$ cat src/rtl/inst_fetch_queue_pkg.sv
// Shared types for the instruction fetch queue: fetch FSM state encoding.
package inst_fetch_queue_pkg;

  typedef enum logic [1:0] {
    FQ_IDLE = 2'd0,
    FQ_WAIT = 2'd1,
    FQ_DROP = 2'd2
  } fq_state_e;

endpackage

$ cat src/rtl/fetch_fifo.sv
// Synchronous FIFO holding {pc, instruction} pairs; head is read straight from registers.
module fetch_fifo #(
  parameter int unsigned DEPTH = 4,
  parameter int unsigned WIDTH = 64
) (
  input  logic                       clk,
  input  logic                       rst,
  input  logic                       i_push,
  input  logic                       i_pop,
  input  logic                       i_clear,
  input  logic [WIDTH-1:0]           i_din,
  output logic [WIDTH-1:0]           o_dout,
  output logic [$clog2(DEPTH):0]     o_count
);

  localparam int unsigned PTR_W = $clog2(DEPTH);

  logic [WIDTH-1:0]   r_mem [DEPTH];
  logic [PTR_W-1:0]   r_wr_ptr;
  logic [PTR_W-1:0]   r_rd_ptr;
  logic [PTR_W:0]     r_count;

  always_ff @(posedge clk or posedge rst) begin
    if (rst) begin
      r_wr_ptr <= '0;
      r_rd_ptr <= '0;
      r_count  <= '0;
      for (int unsigned i = 0; i < DEPTH; i++) begin
        r_mem[i] <= '0;
      end
    end else if (i_clear) begin
      r_wr_ptr <= '0;
      r_rd_ptr <= '0;
      r_count  <= '0;
    end else begin
      if (i_push) begin
        r_mem[r_wr_ptr] <= i_din;
        r_wr_ptr        <= r_wr_ptr + 1'b1;
      end
      if (i_pop) begin
        r_rd_ptr <= r_rd_ptr + 1'b1;
      end
      case ({i_push, i_pop})
        2'b10:   r_count <= r_count + 1'b1;
        2'b01:   r_count <= r_count - 1'b1;
        default: r_count <= r_count;
      endcase
    end
  end

  assign o_dout  = r_mem[r_rd_ptr];
  assign o_count = r_count;

endmodule

$ cat src/rtl/inst_fetch_queue.sv
// Fetch stage: single-outstanding memory read FSM feeding a small {pc, inst} FIFO to decode.
module inst_fetch_queue
  import inst_fetch_queue_pkg::*;
#(
  parameter int unsigned DEPTH  = 4,
  parameter int unsigned ADDR_W = 32,
  parameter int unsigned DATA_W = 32
) (
  input  logic              clk,
  input  logic              rst,
  input  logic [ADDR_W-1:0] pc_i,
  input  logic              ce_i,
  output logic              pc_ready_o,
  output logic              mem_req_o,
  output logic [ADDR_W-1:0] mem_addr_o,
  input  logic              mem_gnt_i,
  input  logic              mem_rvalid_i,
  input  logic [DATA_W-1:0] mem_rdata_i,
  input  logic              flush_i,
  output logic              id_valid_o,
  input  logic              id_ready_i,
  output logic [ADDR_W-1:0] id_pc_o,
  output logic [DATA_W-1:0] id_inst_o
);

  localparam int unsigned CNT_W = $clog2(DEPTH) + 1;

  fq_state_e                  r_state;
  fq_state_e                  w_state_nxt;
  logic [ADDR_W-1:0]          r_pend_pc;
  logic [CNT_W-1:0]           w_count;
  logic [ADDR_W+DATA_W-1:0]   w_head;
  logic                       w_rsp;
  logic                       w_slot_ok;
  logic                       w_req;
  logic                       w_grant;
  logic                       w_push;
  logic                       w_pop;

  assign w_rsp     = (r_state == FQ_WAIT) & mem_rvalid_i;
  // Pop is deliberately ignored here so a full FIFO can never be overrun.
  assign w_slot_ok = ({1'b0, w_count} + (CNT_W+1)'(w_rsp)) < (CNT_W+1)'(DEPTH);
  assign w_req     = ce_i & ~flush_i & ~rst & w_slot_ok & ((r_state == FQ_IDLE) | w_rsp);
  assign w_grant   = w_req & mem_gnt_i;
  assign w_push    = w_rsp & ~flush_i;
  assign w_pop     = id_valid_o & id_ready_i & ~flush_i;

  assign mem_req_o  = w_req;
  assign pc_ready_o = w_grant;
  assign mem_addr_o = pc_i;
  assign id_valid_o = (w_count != '0);
  assign id_pc_o    = w_head[ADDR_W+DATA_W-1:DATA_W];
  assign id_inst_o  = w_head[DATA_W-1:0];

  always_ff @(posedge clk or posedge rst) begin
    if (rst) begin
      r_state   <= FQ_IDLE;
      r_pend_pc <= '0;
    end else begin
      r_state <= w_state_nxt;
      if (w_grant) begin
        r_pend_pc <= pc_i;
      end
    end
  end

  always_comb begin
    w_state_nxt = r_state;
    case (r_state)
      FQ_IDLE: begin
        if (w_grant) w_state_nxt = FQ_WAIT;
      end
      FQ_WAIT: begin
        if (flush_i)           w_state_nxt = mem_rvalid_i ? FQ_IDLE : FQ_DROP;
        else if (mem_rvalid_i) w_state_nxt = w_grant ? FQ_WAIT : FQ_IDLE;
      end
      FQ_DROP: begin
        if (mem_rvalid_i) w_state_nxt = FQ_IDLE;
      end
      default: w_state_nxt = FQ_IDLE;
    endcase
  end

  fetch_fifo #(
    .DEPTH (DEPTH),
    .WIDTH (ADDR_W + DATA_W)
  ) u_fifo (
    .clk     (clk),
    .rst     (rst),
    .i_push  (w_push),
    .i_pop   (w_pop),
    .i_clear (flush_i),
    .i_din   ({r_pend_pc, mem_rdata_i}),
    .o_dout  (w_head),
    .o_count (w_count)
  );

endmodule

$ cat config.mk
export PLATFORM = sky130hd
export DESIGN_NAME = inst_fetch_queue
export DESIGN_NICKNAME = d
export VERILOG_FILES = /design/src/rtl/inst_fetch_queue_pkg.sv /design/src/rtl/fetch_fifo.sv /design/src/rtl/inst_fetch_queue.sv
export SDC_FILE = /design/constraint.sdc
export NUM_CORES = 1
export LEC_CHECK = 0
export ABC_CLOCK_PERIOD_IN_PS = 17400
export CELL_PAD_IN_SITES_DETAIL_PLACEMENT = 1
export CELL_PAD_IN_SITES_GLOBAL_PLACEMENT = 1
export CORE_MARGIN = 3
export CORE_UTILIZATION = 51
export DETAILED_ROUTE_END_ITERATION = 8
export GPL_TIMING_DRIVEN = 0
export PLACE_DENSITY = 0.94
export SLEW_MARGIN = 30
export SYNTH_ARGS = -nofsm -noshare
export SYNTH_HDL_FRONTEND = slang
export SYNTH_SLANG_ARGS = --single-unit
$ cat constraint.sdc
create_clock -name clk -period 17.4 [get_ports clk]
set_clock_uncertainty 0.05 [all_clocks]
set_input_delay 2.61 -clock clk [delete_from_list [all_inputs] [get_ports clk]]
set_output_delay 2.61 -clock clk [all_outputs]
set_load 0.05 [all_outputs]
### Routed clock nets over the placement, run 1

The bar under the picture is 50 µm long.
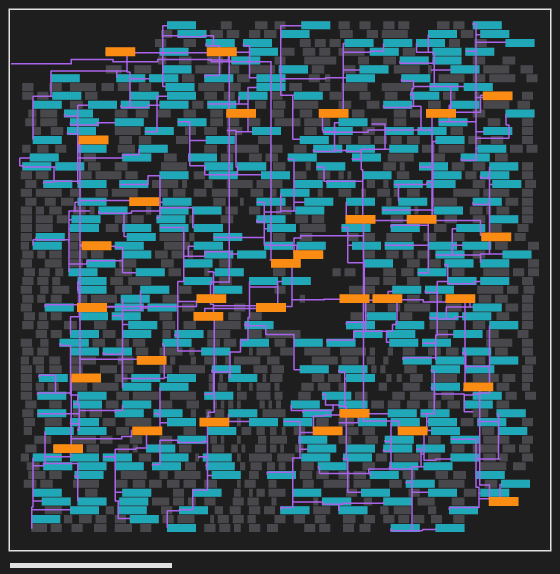
Key: orange = clock-net drivers [count 31]; purple = clock wires [length 3550 µm]; cyan = flip-flops [count 297]
There are 32 routed clock nets. Position of the flops: widely spread.

### Clock nets, run 1

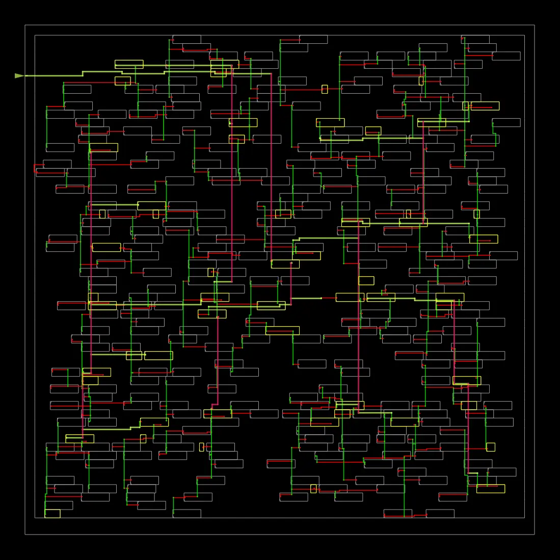
clock sinks: 297
Flops: 297

==> flow_summary.toml, run 1 <==
# yosys + openroad results
[placement]
io_buffers = 169
dp_slack_ps = 9160
dpl_cell_area_um2 = 15300
dp.cells = 1282

[clock_tree]
clk_latency_ps = 540
cts_made_buffers = 31
cts.htree.levels = 1
ctsResizeCount = 0
cts.clk_slew.worst_paths_ps = 60
cts_tree = "yes"
clock_tree.buffer_depth = 3
clk_root_buffer_cell = "clkbuf_16"
post-cts-setup-buffers = 0

[power]
power_density_nw_per_um2 = 133
vdd_drop_max_uv = 80.2
power_frac_seq_pct = 38.8
power.internal_mw = 1.45
p_leak_nw = 7.87
pwr-share-comb_pct = 31.1
fin_total_pwr_mw = 2.19
switching_share_pct = 33.6
p_sw_mw = 0.735
pwr-share-clk_pct = 30.2

[sta]
fin_tns_setup_ps = 0
hold_slack_ps = 440
rsz0062_at_grt = "false"
setup_violations = 0
finalCritPeriodShare_pct = 47.0
fmax_ghz = 0.122
worst_pin_slew_ps = 692
layout_min_cycle_time_ps = 8180
setup_ws_ps = 9220

[routing]
drtPass1Iterations = 6
drtIter0Drc = 397
vias_per_cell = 5.62
via_count = 7537
drtAntennaViolNets = 0
wl_um = 32300
drc_errors = 0
wire_per_inst_um = 24.1

[synthesis]
top_cell = "dfrtp_1"
ys_sh_mux_pct = 36.6
synthDistinctLibCells = 39
edf_count = 0
synth-seq-cells = 297
yosys-top-cells-count = "dfrtp_1 (297), mux2_2 (208), mux4_2 (64), mux2_1 (52), buf_4 (38)"
top_area_share_pct = 56.5
largest_area_cell = "dfrtp_1"
ys.flop_type = "dfrtp_1"
synth_stat.cells = 780
area_leaders = "dfrtp_1 (57%), mux2_2 (18%), mux4_2 (11%), mux2_1 (4.5%), mux2_4 (3.3%)"
synth.logic.top_family = "multiplexers"
synth_seq_share_pct = 56.5
synth-simple-area-share_pct = 1.52
aoi_share_pct = 0.400
postSynthAreaPerCell_um2 = 16.9
synthesis.area_um2 = 13100
syn_nets = 856
yosys_area_um2 = 13100
xor_share_pct = 0.266
ys_warn_count = 0
synthArstFlopShare_pct = 100

[cells_and_area]
largest_register_ffs = 256
nNonClkBuffers = 249
buf_share_pct = 14.0
fillers = 2212
dominant_cells = "flip-flops and latches"
flow.area_growth_from_synthesis_pct = 24.6
fin_nets = 1061
fin_cells = 1340
clock_cell_area_share_pct = 6.34
layout.cells.most_common = "dfrtp_1"
regMostFlops = "u_fifo.r_mem"
ff_latch_area_um2 = 7430
drive_gt1_share_pct = 43.4
logic_area_um2 = 5170
num-nonclk-inverters = 4
comb_share_pct = 31.6
layout.cells.most_common_list = "dfrtp_1 (297), mux2_2 (208), clkdlybuf4s50_1 (169)"
final_area_um2 = 16400
seq_area_share_pct = 45.4
num-multi-input-gates = 402

[status]
status = "finished, final reports clean"

[global_route]
grt_pass1_vias = 8927
grt_util_all_layers_pct = 23.5
grt_util_met1_pct = 29.0
grt_use_met2_pct = 43.0
grt_pass1_wl_um = 51600
antenna_found_initial = 1
busiest_layer = "met2"
grt_max_degree = 96
grt_overflow = 0

[worst_setup_path]
worst_path_most_repeated_cell = "clkdlybuf4s50_1"
r2r_end = "u_fifo.o_count[2]"
worstSetupPathType = "primary input to primary output"
path_depth = 9
critPathCapture = "pc_ready_o"
cp-end-kind = "primary output"
crit_family = "buffers and inverters"
cp_num_buf_inv = 7
crit_fanout = 76
crit_chain = "clkdlybuf4s50_1, inv_8, buf_16, o2111ai_2, or2_1, buf_6, buf_12, inv_1, clkdlybuf4s50_1"
crit_path_start = "rst"
crit_arrival_ps = 5520
worst_path_max_delay_cell = "clkdlybuf4s50_1"
critical_path.max_stage_delay_ps = 790
required_ps = 14740
crit-reg2reg-launch = "u_fifo.o_count[0]"
reg2reg_slack_ps = 15270

[floorplanning]
nWellTaps = 330
initCoreUtil_pct = 52.1
chip_area_um2 = 27700
die_width_um = 167
ioPinCount = 170
coreArea_um2 = 25300
rows = 58

[run]
cap_viol_max_count = 0
warnings = 29

[worst_hold_path]
min_path_type = "flop to flop"
min_path_cells = 1
holdPathEnd = "u_fifo.r_mem[34]"
### Sequential cells grouped by signal name, run 1

Other sequential cells in the stronger gray, the rest of the logic in the fainter gray.
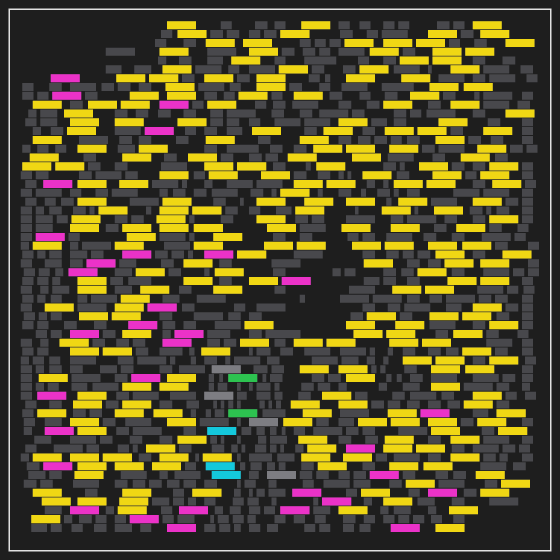
Key: cyan = `u_fifo.o_count` [placed flops 3]; green = `u_fifo.r_wr_ptr` [placed flops 2]; yellow = `u_fifo.r_mem` [placed flops 256, where widely spread]; magenta = `r_pend_pc` [placed flops 32]
Another 4 sequential cells are not colored.

-- run 1: power by group through the flow --
stage,registers (mW),logic (mW),clock network (mW)
6_report,0.848,0.679,0.659
5_1_grt,0.860,0.708,0.704
4_1_cts,0.848,0.687,0.673
3_5_place_dp,0.857,0.682,0
3_3_place_gp,0.846,0.663,0
2_1_floorplan,0.825,0.476,0
-- run 1: metal layers --
| metal | share of wire (%) | routed length, µm | vias to the layer above |
|---|---|---|---|
| met4 | 2.8 | 893 | 0 |
| met3 | 4.0 | 1280 | 58 |
| met5 | 0 | 0 | - |
| li1 | - | - | 3246 |
| met2 | 53 | 17200 | 200 |
| met1 | 40 | 12900 | 4033 |
### M4 wires, run 1

Supply wires on this layer in gray.
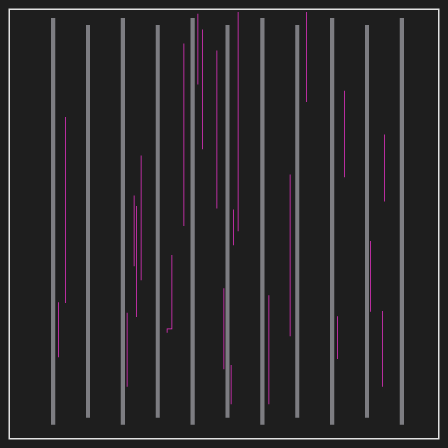

## Run 2: what changed since run 1
--- a/config.mk
+++ b/config.mk
@@ -5,14 +5,14 @@
 export SDC_FILE = /design/constraint.sdc
 export NUM_CORES = 1
 export LEC_CHECK = 0
-export ABC_CLOCK_PERIOD_IN_PS = 17400
+export ABC_CLOCK_PERIOD_IN_PS = 7700
 export CELL_PAD_IN_SITES_DETAIL_PLACEMENT = 1
 export CELL_PAD_IN_SITES_GLOBAL_PLACEMENT = 1
 export CORE_MARGIN = 3
-export CORE_UTILIZATION = 51
+export CORE_UTILIZATION = 47
 export DETAILED_ROUTE_END_ITERATION = 8
 export GPL_TIMING_DRIVEN = 0
-export PLACE_DENSITY = 0.94
+export PLACE_DENSITY = 0.88
 export SLEW_MARGIN = 30
 export SYNTH_ARGS = -nofsm -noshare
 export SYNTH_HDL_FRONTEND = slang
==> constraint.sdc (replaced) <==
create_clock -name clk -period 7.7 [get_ports clk]
set_clock_uncertainty 0.05 [all_clocks]
set_input_delay 1.155 -clock clk [delete_from_list [all_inputs] [get_ports clk]]
set_output_delay 1.155 -clock clk [all_outputs]
set_load 0.05 [all_outputs]
### M4 wires, run 2

Supply wires on this layer in gray.
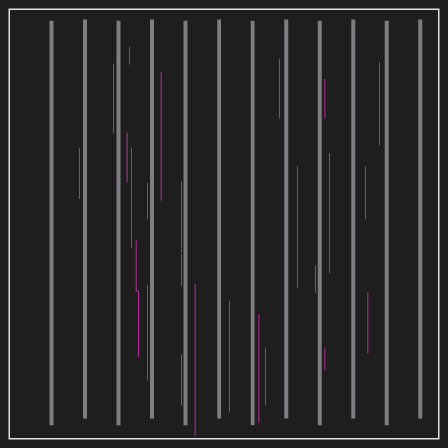
The layer carries 737 µm of wire. The longest straight run is 61.2 µm. The layer holds 2.3% of the routed length. The wires run mostly vertical.

### Sequential cells grouped by signal name, run 2

Other sequential cells in the stronger gray, the rest of the logic in the fainter gray.
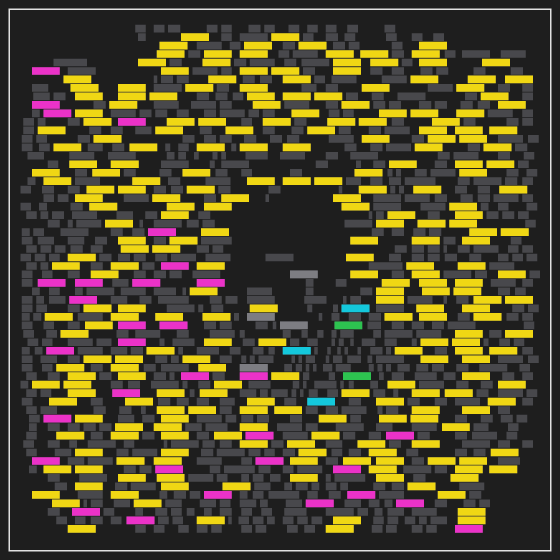
Key: yellow = `u_fifo.r_mem` [placed flops 256, where widely spread]; green = `u_fifo.r_wr_ptr` [placed flops 2]; cyan = `u_fifo.o_count` [placed flops 3]; magenta = `r_pend_pc` [placed flops 32]
Another 4 sequential cells are not colored.

==> run 2 against run 1 <==
Against the previous run:
- flip-flop count is the same
- sequential share of layout area shrank 1.0 points
- setup slack lost 6500 ps
- first-iteration DRC count shrank 16%
- critical endpoint unchanged
- largest cell class unchanged
==> flow_summary.toml, run 2 <==
# yosys + openroad results
[worst_setup_path]
cp-end-kind = "primary output"
critPathCapture = "pc_ready_o"
crit_arrival_ps = 3820
r2r_end = "u_fifo.o_count[2]"
crit-reg2reg-launch = "u_fifo.o_count[0]"
reg2reg_slack_ps = 5540
worstSetupPathType = "primary input to primary output"

[sta]
fin_tns_setup_ps = 0
fmax_ghz = 0.199
hold_slack_ps = 441
rsz0062_at_grt = "false"
worst_pin_slew_ps = 718

[global_route]
grt_max_degree = 30
grt_pass1_vias = 8886
grt_util_all_layers_pct = 21.3
grt_pass1_wl_um = 50700
antenna_found_initial = 0

[clock_tree]
cts.sinks = 297
clk_root_buffer_cell = "clkbuf_16"
clock_tree.buffer_depth = 3
cts_tree = "yes"
cts.clk_slew.worst_paths_ps = 60
cts.htree.levels = 2
ctsResizeCount = 0
clk_latency_ps = 500
cts_made_buffers = 34

[cells_and_area]
final_area_um2 = 16700
flow.area_growth_from_synthesis_pct = 27.4
regMostFlops = "u_fifo.r_mem"
fin_nets = 1073
fin_cells = 1394
design.seq.count = 297
ff_latch_area_um2 = 7430
fillers = 2431

[synthesis]
synthDistinctLibCells = 39
yosys_area_um2 = 13100
synth-simple-area-share_pct = 1.52
area_leaders = "dfrtp_1 (57%), mux2_2 (18%), mux4_2 (11%), mux2_1 (4.5%), mux2_4 (3.3%)"
top_area_share_pct = 56.5
ys_sh_mux_pct = 36.6
synth_stat.cells = 780
yosys-top-cells-count = "dfrtp_1 (297), mux2_2 (208), mux4_2 (64), mux2_1 (52), buf_4 (38)"
synthArstFlopShare_pct = 100
ys_warn_count = 0
edf_count = 0
synth.logic.top_family = "multiplexers"
syn_nets = 856
synthesis.area_um2 = 13100

[floorplanning]
initCoreUtil_pct = 48.2
chip_area_um2 = 30000
nWellTaps = 372
die_width_um = 173

[power]
power.internal_mw = 3.42
p_leak_nw = 8.00
clk-power_mw = 1.65
fin_total_pwr_mw = 5.10
power_density_nw_per_um2 = 304
comb_power_mw = 1.54
top_power_group = "registers"

[placement]
io_buffers = 169
dpl_cell_area_um2 = 15600

[status]
status = "finished, final reports clean"

[routing]
vias_per_cell = 5.40
drtAntennaViolNets = 0
drtIter0Drc = 333

[run]
cap_viol_max_count = 0
warnings = 29

[worst_hold_path]
min_path_cells = 1
-- run 2: cell count changes in the layout (fill, tap and decap cells not counted), sizes merged --
cell / before / now
buf: 79 / 88
clkinv: 8 / 5
clkbuf: 47 / 53
bufinv: 1 / 2
clkinvlp: 1 / 2
inv: 5 / 3
-- run 2: routing by layer --
| layer | global-route usage, % | vias up | routed length (µm) |
|---|---|---|---|
| li1 | - | 3267 | - |
| met1 | 26.5 | 4041 | 13000 |
| met2 | 38.3 | 171 | 16700 |
| met3 | 3.81 | 54 | 1240 |
| met4 | 6.22 | 0 | 736 |
| met5 | 0 | - | 0 |
-- run 2: critical path, cell delays in order --
cell,delay (ps)
clkdlybuf4s50_1,500
clkinvlp_4,470
buf_16,370
o2111ai_2,90
or2_1,160
buf_6,160
buf_12,160
inv_1,50
clkdlybuf4s50_1,690
## Run 3: what changed since run 2
--- a/config.mk
+++ b/config.mk
@@ -5,14 +5,14 @@
 export SDC_FILE = /design/constraint.sdc
 export NUM_CORES = 1
 export LEC_CHECK = 0
-export ABC_CLOCK_PERIOD_IN_PS = 7700
+export ABC_CLOCK_PERIOD_IN_PS = 4400
 export CELL_PAD_IN_SITES_DETAIL_PLACEMENT = 1
 export CELL_PAD_IN_SITES_GLOBAL_PLACEMENT = 1
 export CORE_MARGIN = 3
-export CORE_UTILIZATION = 47
+export CORE_UTILIZATION = 42
 export DETAILED_ROUTE_END_ITERATION = 8
 export GPL_TIMING_DRIVEN = 0
-export PLACE_DENSITY = 0.88
+export PLACE_DENSITY = 0.84
 export SLEW_MARGIN = 30
 export SYNTH_ARGS = -nofsm -noshare
 export SYNTH_HDL_FRONTEND = slang
==> constraint.sdc (replaced) <==
create_clock -name clk -period 4.4 [get_ports clk]
set_clock_uncertainty 0.05 [all_clocks]
set_input_delay 0.66 -clock clk [delete_from_list [all_inputs] [get_ports clk]]
set_output_delay 0.66 -clock clk [all_outputs]
set_load 0.05 [all_outputs]
### Clock nets, run 3

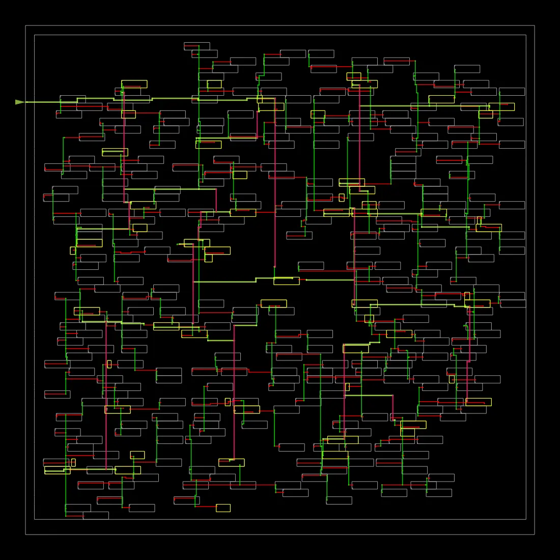
CTS buffer count: 35
CLK BUF: 50

==> run 3 against run 2 <==
Against the previous run:
- die size grew 11%
- flip-flop count unchanged
- register-to-register slack got worse by 3300 ps
- largest cell class unchanged
==> flow_summary.toml, run 3 <==
# yosys + openroad results
[routing]
via_count = 7495
wl_um = 30300
wire_per_inst_um = 21.4
drtPass1Iterations = 4
drtAntennaViolNets = 0
vias_per_cell = 5.29
drc_errors = 0
drtIter0Drc = 271

[clock_tree]
clk_latency_ps = 490
post-cts-setup-buffers = 0
clock_tree.buffer_depth = 3
cts.htree.levels = 2
clk_root_buffer_cell = "clkbuf_16"
ctsResizeCount = 0
cts.sinks = 297
cts.clk_slew.worst_paths_ps = 60
cts_hold_buffers = 0
cts_tree = "yes"

[power]
vdd_drop_max_uv = 381
top_power_group = "registers"
power_frac_seq_pct = 37.8
power.internal_mw = 5.91
p_leak_nw = 8.00
power_density_nw_per_um2 = 526
switching_share_pct = 32.9
pwr-share-comb_pct = 30.6
comb_power_mw = 2.70
p_sw_mw = 2.90
powerSeq_mw = 3.33
pwr-share-clk_pct = 31.6
clk-power_mw = 2.78
fin_total_pwr_mw = 8.81

[sta]
setup_ws_ps = 402
layout_min_cycle_time_ps = 4000
drv_slew = 0
hold_violations = 0
max-slew-margin-rel_pct = 50.9
rsz0062_at_grt = "false"
finalCritPeriodShare_pct = 90.9
fmax_ghz = 0.250
hold_slack_ps = 437
worst_pin_slew_ps = 737
fin_tns_setup_ps = 0
setup_violations = 0

[synthesis]
ys.flop_type = "dfrtp_1"
largest_area_cell = "dfrtp_1"
yosys-top-cells-count = "dfrtp_1 (297), mux2_2 (208), mux4_2 (64), mux2_1 (52), buf_4 (38)"
edf_count = 0
synth-seq-cells = 297
top_cell = "dfrtp_1"
synth_stat.cells = 780
synthesis.area_um2 = 13100
postSynthAreaPerCell_um2 = 16.9
area_leaders = "dfrtp_1 (57%), mux2_2 (18%), mux4_2 (11%), mux2_1 (4.5%), mux2_4 (3.3%)"
synthArstFlopShare_pct = 100
ys_warn_count = 0
yosys_area_um2 = 13100
top_area_share_pct = 56.5
synthDistinctLibCells = 39
syn_nets = 856
synth_seq_share_pct = 56.5
syn_inst = 780

[worst_hold_path]
holdPathEnd = "u_fifo.r_mem[220]"
hp-start = "u_fifo.r_mem[220]"
min_path_cells = 1
min_path_type = "flop to flop"

[worst_setup_path]
critical_path.max_stage_delay_ps = 690
worst_path_most_repeated_cell = "clkdlybuf4s50_1"
crit_family = "buffers and inverters"
cp-end-kind = "primary output"
reg2reg_slack_ps = 2230
worstSetupPathType = "primary input to primary output"
crit-reg2reg-launch = "u_fifo.o_count[1]"
critPathCapture = "pc_ready_o"
path_depth = 9
crit_arrival_ps = 3290
worst_path_max_delay_cell = "clkdlybuf4s50_1"
required_ps = 3690
start_kind = "primary input"
cp_num_buf_inv = 7
r2r_end = "u_fifo.o_count[2]"
crit_chain = "clkdlybuf4s50_1, clkinvlp_4, buf_16, o2111ai_2, or2_1, buf_6, buf_12, inv_1, clkdlybuf4s50_1"
worst-r2r-cell-count = 6
crit_fanout = 19
crit_path_start = "rst"

[floorplanning]
chip_area_um2 = 33500
die_h_um = 183
die_width_um = 183
coreArea_um2 = 30700
ioPinCount = 170
rows = 64
initCoreUtil_pct = 42.8

[cells_and_area]
ff_latch_area_um2 = 7430
largest_register_ffs = 256
fin_cells = 1416
fin_nets = 1074
fin_util_pct = 54.5
layout.cells.most_common_list = "dfrtp_1 (297), mux2_2 (208), clkdlybuf4s50_1 (169)"
logic_area_um2 = 5170
layout.cells.most_common = "dfrtp_1"
final_area_um2 = 16700
regMostFlops = "u_fifo.r_mem"
fillers = 2868
diodes = 0
flow.area_growth_from_synthesis_pct = 27.4
drive_gt1_share_pct = 43.9

[placement]
io_buffers = 169
gp_congestion = 0.719
dp_slack_ps = 329
dp_hpwl_um = 20400
dp.cells = 1357
dpl_cell_area_um2 = 15600

[global_route]
grt_max_degree = 32
grt_pass1_wl_um = 49000
antenna_found_initial = 1
grt_overflow = 0
grt_util_all_layers_pct = 18.5
grt_pass1_vias = 8710

[run]
cap_viol_max_count = 0
warnings = 30

[status]
status = "finished, final reports clean"
### M4 wires, run 3

Supply wires on this layer in gray.
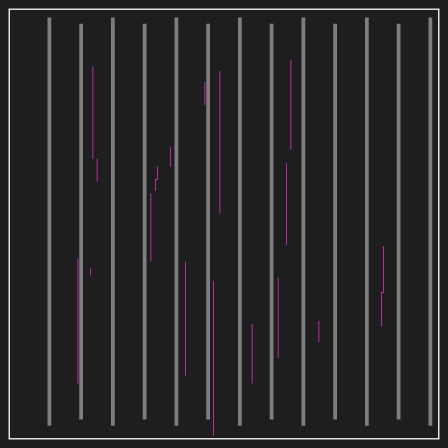
9 nets have wire on it. The wires run mostly vertical.

## run 3: kinds of logic after synthesis
logic type | after synthesis | share of synthesized area (%)
mux | 354 | 36.6
buf+inv | 81 | 4.12
compound gates | 7 | 0.400
simple gates | 32 | 1.52
fa+ha+maj | 5 | 0.533
flops | 297 | 56.5
xor+xnor | 4 | 0.267
## run 3: layer usage
metal | part of all wire, % | GRT usage (%) | vias to the layer above
met5 | 0.043 | 0 | -
met4 | 1.7 | 4.11 | 2
met3 | 3.7 | 3.05 | 44
met2 | 52 | 33.0 | 158
met1 | 43 | 24.1 | 4009
li1 | - | - | 3282
## run 3: area by class of cell
cell class	count	share of cell area, %
clock inverter	9	0.456
tap	396	2.96
timing repair buffer	181	11.8
clock buffer	50	6.22
buffer	77	3.15
inverter	4	0.112
multi-input combinational	402	30.9
sequential	297	44.4

==> screenshots <==
Drive-strength map.
The bar under the picture is 50 µm long.
picture 1
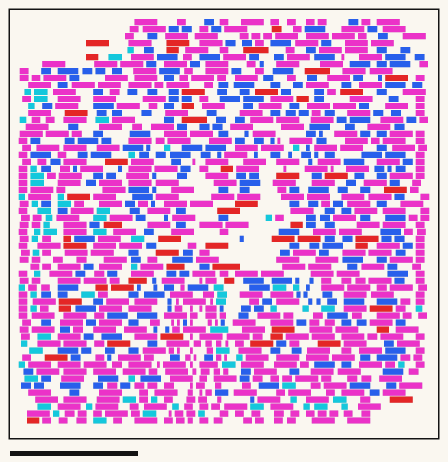
picture 2
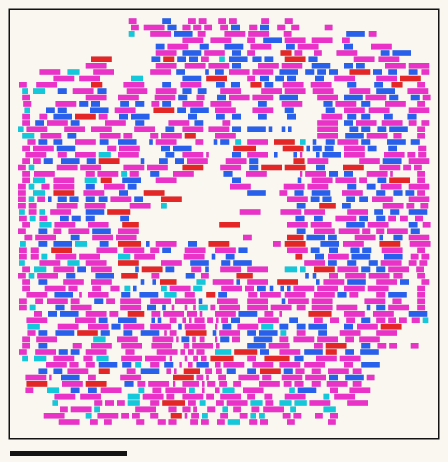
picture 1 -> run 1
picture 2 -> run 3

Power and IR drop assume default switching activity.
